## config.mk

```make
export PLATFORM = sky130hd
export DESIGN_NAME = spi_i2c_sequencer
export DESIGN_NICKNAME = d
export VERILOG_FILES = /design/src/rtl/spi_i2c_pkg.sv /design/src/rtl/spi_frame_shifter.sv /design/src/rtl/spi_i2c_sequencer.sv
export SDC_FILE = /design/constraint.sdc
export NUM_CORES = 1
export LEC_CHECK = 0
export ABC_AREA = 1
export CAP_MARGIN = 20
export CORE_ASPECT_RATIO = 1.5
export CORE_MARGIN = 10
export CORE_UTILIZATION = 38
export CTS_CLUSTER_SIZE = 16
export DETAILED_ROUTE_END_ITERATION = 8
export PLACE_DENSITY = 0.58
export SLEW_MARGIN = 0
export SYNTH_ARGS = -nofsm -noshare
export SYNTH_HDL_FRONTEND = slang
export SYNTH_SLANG_ARGS = --single-unit
```

## constraint.sdc

```tcl
create_clock -name clk -period 3.8 [get_ports clk]
set_clock_uncertainty 0.15 [all_clocks]
set_input_delay 0.57 -clock clk [delete_from_list [all_inputs] [get_ports clk]]
set_output_delay 0.57 -clock clk [all_outputs]
set_load 0.05 [all_outputs]
```

## src/rtl/spi_i2c_pkg.sv

```systemverilog
// Shared definitions for the SPI_to_I2C bridge sequencer: bridge command codes,
// program lengths, sequencer FSM states and the step -> frame program ROM.
package spi_i2c_pkg;

    localparam logic [7:0] CMD_START_ADDR = 8'h80;
    localparam logic [7:0] CMD_WRITE      = 8'h40;
    localparam logic [7:0] CMD_READ       = 8'h20;
    localparam logic [7:0] CMD_STOP       = 8'h10;
    localparam logic [7:0] CMD_FETCH      = 8'h00;

    localparam logic [2:0] WR_STEPS   = 3'd4;
    localparam logic [2:0] RD_STEPS   = 3'd6;
    localparam logic [2:0] FETCH_STEP = 3'd4;

    typedef enum logic [2:0] {
        S_IDLE,
        S_LOAD,
        S_CS_SETUP,
        S_SHIFT,
        S_CS_HOLD,
        S_GAP,
        S_DONE
    } seq_state_t;

    // Every program ends in STOP, so out-of-range steps fall back to it.
    function automatic logic [15:0] prog_frame(
        input logic       rnw,
        input logic [2:0] step,
        input logic [6:0] addr,
        input logic [7:0] regi,
        input logic [7:0] wdata
    );
        logic [15:0] f;
        f = {CMD_STOP, 8'hFF};
        if (!rnw) begin
            case (step)
                3'd0:    f = {CMD_START_ADDR, addr, 1'b0};
                3'd1:    f = {CMD_WRITE, regi};
                3'd2:    f = {CMD_WRITE, wdata};
                default: f = {CMD_STOP, 8'hFF};
            endcase
        end else begin
            case (step)
                3'd0:    f = {CMD_START_ADDR, addr, 1'b0};
                3'd1:    f = {CMD_WRITE, regi};
                3'd2:    f = {CMD_START_ADDR, addr, 1'b1};
                3'd3:    f = {CMD_READ, 8'hFF};
                3'd4:    f = {CMD_FETCH, 8'hFF};
                default: f = {CMD_STOP, 8'hFF};
            endcase
        end
        return f;
    endfunction

endpackage

```

## src/rtl/spi_frame_shifter.sv

```systemverilog
// 16-bit SPI frame engine: one start pulse shifts a frame out MSB first in 32*CLK_DIV cycles;
// done is a combinational pulse in the last cycle, no backpressure once started.
module spi_frame_shifter #(
    parameter int CLK_DIV = 4
) (
    input  logic        clk,
    input  logic        rst,
    input  logic        start,
    input  logic [15:0] frame,
    input  logic        capture_en,
    input  logic        miso,
    output logic        done,
    output logic [7:0]  rx,
    output logic        sclk,
    output logic        mosi
);

    localparam int DW = $clog2(CLK_DIV);

    logic          busy;
    logic [DW-1:0] div;
    logic [4:0]    rises;
    logic [14:0]   sh;
    logic          half_end;

    assign half_end = busy && (div == DW'(CLK_DIV - 1));
    // Rise 1 lands on the start edge, so the trailing low half of period 16
    // closes the frame and the total stays at 32 half periods.
    assign done     = half_end && !sclk && (rises == 5'd16);

    always_ff @(posedge clk or posedge rst) begin
        if (rst) begin
            busy  <= 1'b0;
            div   <= '0;
            rises <= '0;
            sh    <= '0;
            sclk  <= 1'b0;
            mosi  <= 1'b0;
            rx    <= '0;
        end else if (start) begin
            busy  <= 1'b1;
            div   <= '0;
            rises <= 5'd1;
            sclk  <= 1'b1;
            mosi  <= frame[15];
            sh    <= frame[14:0];
        end else if (busy) begin
            if (half_end) begin
                div <= '0;
                if (sclk) begin
                    sclk <= 1'b0;
                    if (capture_en && rises >= 5'd9)
                        rx <= {rx[6:0], miso};
                end else if (rises == 5'd16) begin
                    busy <= 1'b0;
                end else begin
                    sclk  <= 1'b1;
                    mosi  <= sh[14];
                    sh    <= {sh[13:0], 1'b0};
                    rises <= rises + 5'd1;
                end
            end else begin
                div <= div + 1'b1;
            end
        end
    end

endmodule

```

## src/rtl/spi_i2c_sequencer.sv

```systemverilog
// Expands one register read/write request into SPI_to_I2C bridge frames; req_ready only in IDLE,
// rsp_valid pulses once after the final STOP frame and its gap (4 frames write, 6 frames read).
module spi_i2c_sequencer
    import spi_i2c_pkg::*;
#(
    parameter int CLK_DIV    = 4,
    parameter int CS_SETUP   = 2,
    parameter int GAP_CYCLES = 2000
) (
    input  logic       clk,
    input  logic       rst,
    input  logic       req_valid,
    output logic       req_ready,
    input  logic       req_rnw,
    input  logic [6:0] req_addr,
    input  logic [7:0] req_reg,
    input  logic [7:0] req_wdata,
    output logic       rsp_valid,
    output logic [7:0] rsp_rdata,
    output logic       SPI_sclk,
    output logic       SPI_cs,
    output logic       SPI_mosi,
    input  logic       SPI_miso
);

    localparam int TMAX = (GAP_CYCLES > CS_SETUP) ? GAP_CYCLES : CS_SETUP;
    localparam int TW   = $clog2(TMAX + 1);

    seq_state_t    state, nxt;
    logic          rnw_q;
    logic [6:0]    addr_q;
    logic [7:0]    reg_q;
    logic [7:0]    wdata_q;
    logic [7:0]    rdata_q;
    logic [2:0]    step;
    logic [TW-1:0] tmr;

    logic          setup_end;
    logic          gap_end;
    logic          last_step;
    logic          start;
    logic          capture_en;
    logic          sh_done;
    logic [15:0]   frame;
    logic [7:0]    sh_rx;

    assign setup_end  = (tmr == TW'(CS_SETUP - 1));
    assign gap_end    = (tmr == TW'(GAP_CYCLES - 1));
    assign last_step  = (step == (rnw_q ? RD_STEPS - 3'd1 : WR_STEPS - 3'd1));
    assign capture_en = rnw_q && (step == FETCH_STEP);
    assign frame      = prog_frame(rnw_q, step, addr_q, reg_q, wdata_q);

    always_ff @(posedge clk or posedge rst) begin
        if (rst)
            state <= S_IDLE;
        else
            state <= nxt;
    end

    always_comb begin
        nxt   = state;
        start = 1'b0;
        case (state)
            S_IDLE:     if (req_valid) nxt = S_LOAD;
            S_LOAD:     nxt = S_CS_SETUP;
            S_CS_SETUP: begin
                if (setup_end) begin
                    start = 1'b1;
                    nxt   = S_SHIFT;
                end
            end
            S_SHIFT:    if (sh_done) nxt = S_CS_HOLD;
            S_CS_HOLD:  if (setup_end) nxt = S_GAP;
            S_GAP:      if (gap_end) nxt = last_step ? S_DONE : S_LOAD;
            S_DONE:     nxt = S_IDLE;
            default:    nxt = S_IDLE;
        endcase
    end

    // One shared phase timer, cleared on every state change.
    always_ff @(posedge clk or posedge rst) begin
        if (rst)
            tmr <= '0;
        else if (nxt != state || state == S_IDLE)
            tmr <= '0;
        else
            tmr <= tmr + 1'b1;
    end

    always_ff @(posedge clk or posedge rst) begin
        if (rst) begin
            rnw_q   <= 1'b0;
            addr_q  <= '0;
            reg_q   <= '0;
            wdata_q <= '0;
            step    <= '0;
        end else if (state == S_IDLE && req_valid) begin
            rnw_q   <= req_rnw;
            addr_q  <= req_addr;
            reg_q   <= req_reg;
            wdata_q <= req_wdata;
            step    <= '0;
        end else if (state == S_GAP && gap_end && !last_step) begin
            step <= step + 3'd1;
        end
    end

    always_ff @(posedge clk or posedge rst) begin
        if (rst)
            rdata_q <= '0;
        else if (state == S_SHIFT && sh_done && capture_en)
            rdata_q <= sh_rx;
    end

    spi_frame_shifter #(
        .CLK_DIV (CLK_DIV)
    ) u_shifter (
        .clk        (clk),
        .rst        (rst),
        .start      (start),
        .frame      (frame),
        .capture_en (capture_en),
        .miso       (SPI_miso),
        .done       (sh_done),
        .rx         (sh_rx),
        .sclk       (SPI_sclk),
        .mosi       (SPI_mosi)
    );

    assign SPI_cs    = !(state inside {S_CS_SETUP, S_SHIFT, S_CS_HOLD});
    assign req_ready = (state == S_IDLE);
    assign rsp_valid = (state == S_DONE);
    assign rsp_rdata = rdata_q;

endmodule
```

==> images/met2.png <==
Scale: 2 px per um.
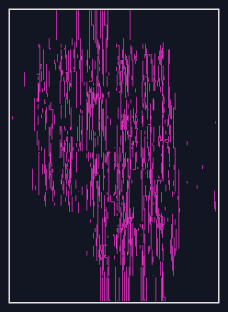
longest straight run	43.5 um
nets with wire on the layer	431
main direction	vertical
GR Util met2: 21.4%
Routed WL: 8.57 mm
vias post-DR: 3002

==> images/density.png <==
Scale: 2 px per um. 10 x 15 tiles, from black (low) to pale yellow (high), 0 to 100% covered.
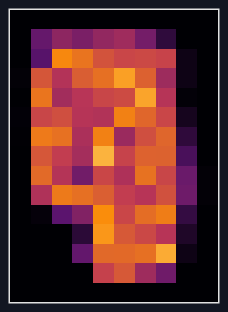
tiles over 75% full	4.0%
emptiest ninth of the die	lower left
nearly empty tiles	38%
densest ninth of the die	centre
fullest tile	84%
Starting Density: 39.2%
fin util: 47.4%
core area: 10200 um2

==> CHANGELOG.md <==
### Physical design

* CP endpoint kind: output port
* Number of max-cap violations at 0
* PD cells at 379 nW/um2
* DR WL/cell at 13.5 um
* Final hold violation count at 0
* Via density at 4.73
* Place WS at 1320 ps
* Antenna Nets Post-Route at 0
* Worst Hold Slack at 333 ps
* Worst setup SP type: flop
* Count of library flops with an enable pin at 0
* F_max at 0.360 GHz
* Worst path cell trace: inv_1, nand3_2, nand2_1, nor2_1, clkdlybuf4s50_1
* CTS clk-pin slew, worst paths at 60 ps
* Chip Area, Yosys at 4020 um2
* Num CTS Buffers at 9
* TritonRoute pass-1 iters at 4
* Post-DP HPWL at 6.34 mm
* Post-CTS Hold Fix Bufs at 0
* Worst Tran Pin Value at 817 ps
* Most common logic cells in the final layout: dfrtp_1, nand2_1, inv_1
* Asr flop ratio synth at 100%
* Grt ovf at 0
* TritonCTS clock tree: done
* # rows at 45
* Worst slew margin at 45.5%
* CP max-delay cell: clkdlybuf4s50_1
* Cell Type Count at 35
* Initial antenna violation count at 0
* Vias in the first global route at 3198
* Clock sink total at 82
* Clk buf depth at 2
* First-pass GRT wire length at 15.0 mm
* Final setup viols at 0
* Critical Path Fanout Max at 5
* Post-CTS setup buffer count at 0
* Tot Pwr at 0.00184 W
* Syn Std Cell Area at 4020 um2
* Syn avg cell area at 8.93 um2
* Mapped Nets at 489
* Post-CTS resize count at 0
* Nets at 528
* Final Critical Period at 2780 ps
* Final Wtd Congestion at 0.763
* Worst EP arrival at 2060 ps
* Final worst path period share at 73.1%
* WP buf/inv at 2
* Top logic cell by instance count in the layout: dfrtp_1
* Largest stage delay on the critical path at 830 ps
* CP required at 3080 ps
* Tot GR Track Use at 11.9%
* I/O Pins at 41
* Synth Flop Type: dfrtp_1
* Family with the most delay on the worst path: buffers and inverters
* HP Class: flop to flop
* Syn-to-layout area delta at 21.0%
* Largest net degree at the start of global routing at 48
* Syn Inst Count at 450
* Root buffer cell: clkbuf_16
* H-tree depth at 3
* Iter 0 DRT Violations at 122
* N_diodes at 0
* RSZ-0062 raised after global routing: no
* Tool warning count at 32
* Max-slew violations at 0
* Kind of critical path: flop to output port
* P_leak at 2.27 nW
* Status: finished, final reports clean
* Die ar. at 15200 um2
* Insertion Delay late pin at 340 ps
* Yosys warning tally at 0
* IO buf count at 40
* Reg2Reg Setup Slack at 1460 ps
* Ys cells at 450
* Post-synthesis sequential area ratio at 51.1%
* Post-synth regs at 82
* Setup TNS at 0 ps
* DRC at 0
* Share of cells above drive strength 1 at 13.2%
* Setup ws final at 1020 ps
==> images/pdn.png <==
Scale: 2 px per um. Pins as bars on the die edge.
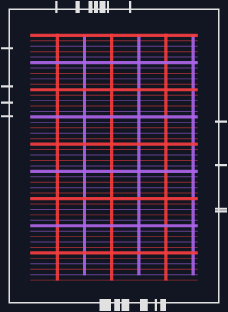
colour	net
red	VSS
purple	VDD
met1 rails	46
signal pins	41
rows	45
met5 straps	9
met4 straps	6
die width: 104 um
Max VDD drop: 0.225 mV
die height: 146 um

==> images/registers.png <==
Scale: 2 px per um.
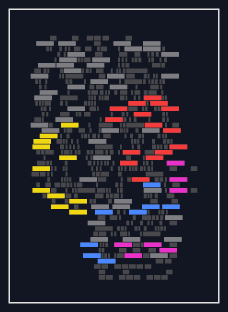
colour	netlist name	sequential cells
blue	reg_q	8
red	u_shifter.sh	15
magenta	addr_q	7
yellow	tmr	11
Seq power: 0.000873 W
FF/Latch Area: 2050 um2
fraction of area in registers: 42.2%

==> where the power goes <==
| part | internal (W) | switching, W |
|---|---|---|
| logic | 0.0000266 | 0.0000223 |
| registers | 0.000873 | 0 |
| clock network | 0.000581 | 0.000342 |
==> synthesized netlist by cell type (all sizes together), types with 2 or more instances <==
| library cell | instances | area [um2] |
|---|---|---|
| nand3b | 2 | 15.0 |
| o21ai | 40 | 204 |
| nor3 | 7 | 45.0 |
| o211ai | 3 | 27.5 |
| nand4 | 5 | 31.3 |
| nand2 | 82 | 323 |
| inv | 55 | 206 |
| mux2 | 17 | 191 |
| ha | 11 | 138 |
| nand3 | 31 | 165 |
| a21oi | 22 | 110 |
| dfrtp | 82 | 2050 |
| xor2 | 9 | 78.8 |
| o22ai | 2 | 12.5 |
| nor2 | 63 | 294 |
| buf | 12 | 77.6 |
==> final timing paths <==
kind,cells past startpoint,startpoint,endpoint
max,5,state[0],SPI_cs
min,2,rsp_rdata[0],rsp_rdata[0]
max reg2reg,11,tmr[1],u_shifter.sh[4]
min reg2reg,2,rsp_rdata[0],rsp_rdata[0]
max in group asynchronous,3,rst,step[1]
min in group asynchronous,2,rst,rsp_rdata[7]
==> sequential cells by signal, indices dropped and copies added, names as in the netlist <==
register	count
addr_q	7
reg_q	8
rnw_q	1
rsp_rdata	8
state	3
step	3
tmr	11
u_shifter.busy	1
u_shifter.div	2
u_shifter.mosi	1
u_shifter.rises	5
u_shifter.rx	8
u_shifter.sclk	1
u_shifter.sh	15
wdata_q	8
==> per-stage QoR <==
stage               instances  area (um2)
global route              635        4860
floorplan                 450        4020
CTS                       635        4860
global placement          619        4540
detailed placement        619        4540
finish                    635        4860
==> cells by family after synthesis <==
logic type / Yosys count / synth area share [%]
adder cells (fa/ha/maj): 11 / 3.42
XOR/XNOR: 10 / 2.18
flip-flops: 82 / 51.1
AND-OR/OR-AND: 69 / 9.18
multiplexers: 17 / 4.76
buffers and inverters: 68 / 7.16
AND/OR/NAND/NOR: 193 / 22.2
==> cell type report <==
cell class	instances	area, um2
Clock buffer	13	280
Multi-Input combinational cell	300	1680
Clock inverter	3	45.0
Inverter	55	208
Sequential cell	82	2050
Timing Repair Buffer	41	420
Fill cell	1034	5390
Tap cell	141	176
==> layer usage <==
layer  vias to the layer above  GRT usage, %  wire (um)
met5                         -             0          0
li1                       1529             -          -
met2                        27          21.4       4670
met1                      1430          12.8       3520
met4                         0          5.38        189
met3                        16          2.97        190
==> tightest hold or removal path: stages (launching register included) <==
cell and delay [ps]:
dfrtp_1 340, nand2_1 50, o21ai_0 60
Power and IR drop assume default switching activity.
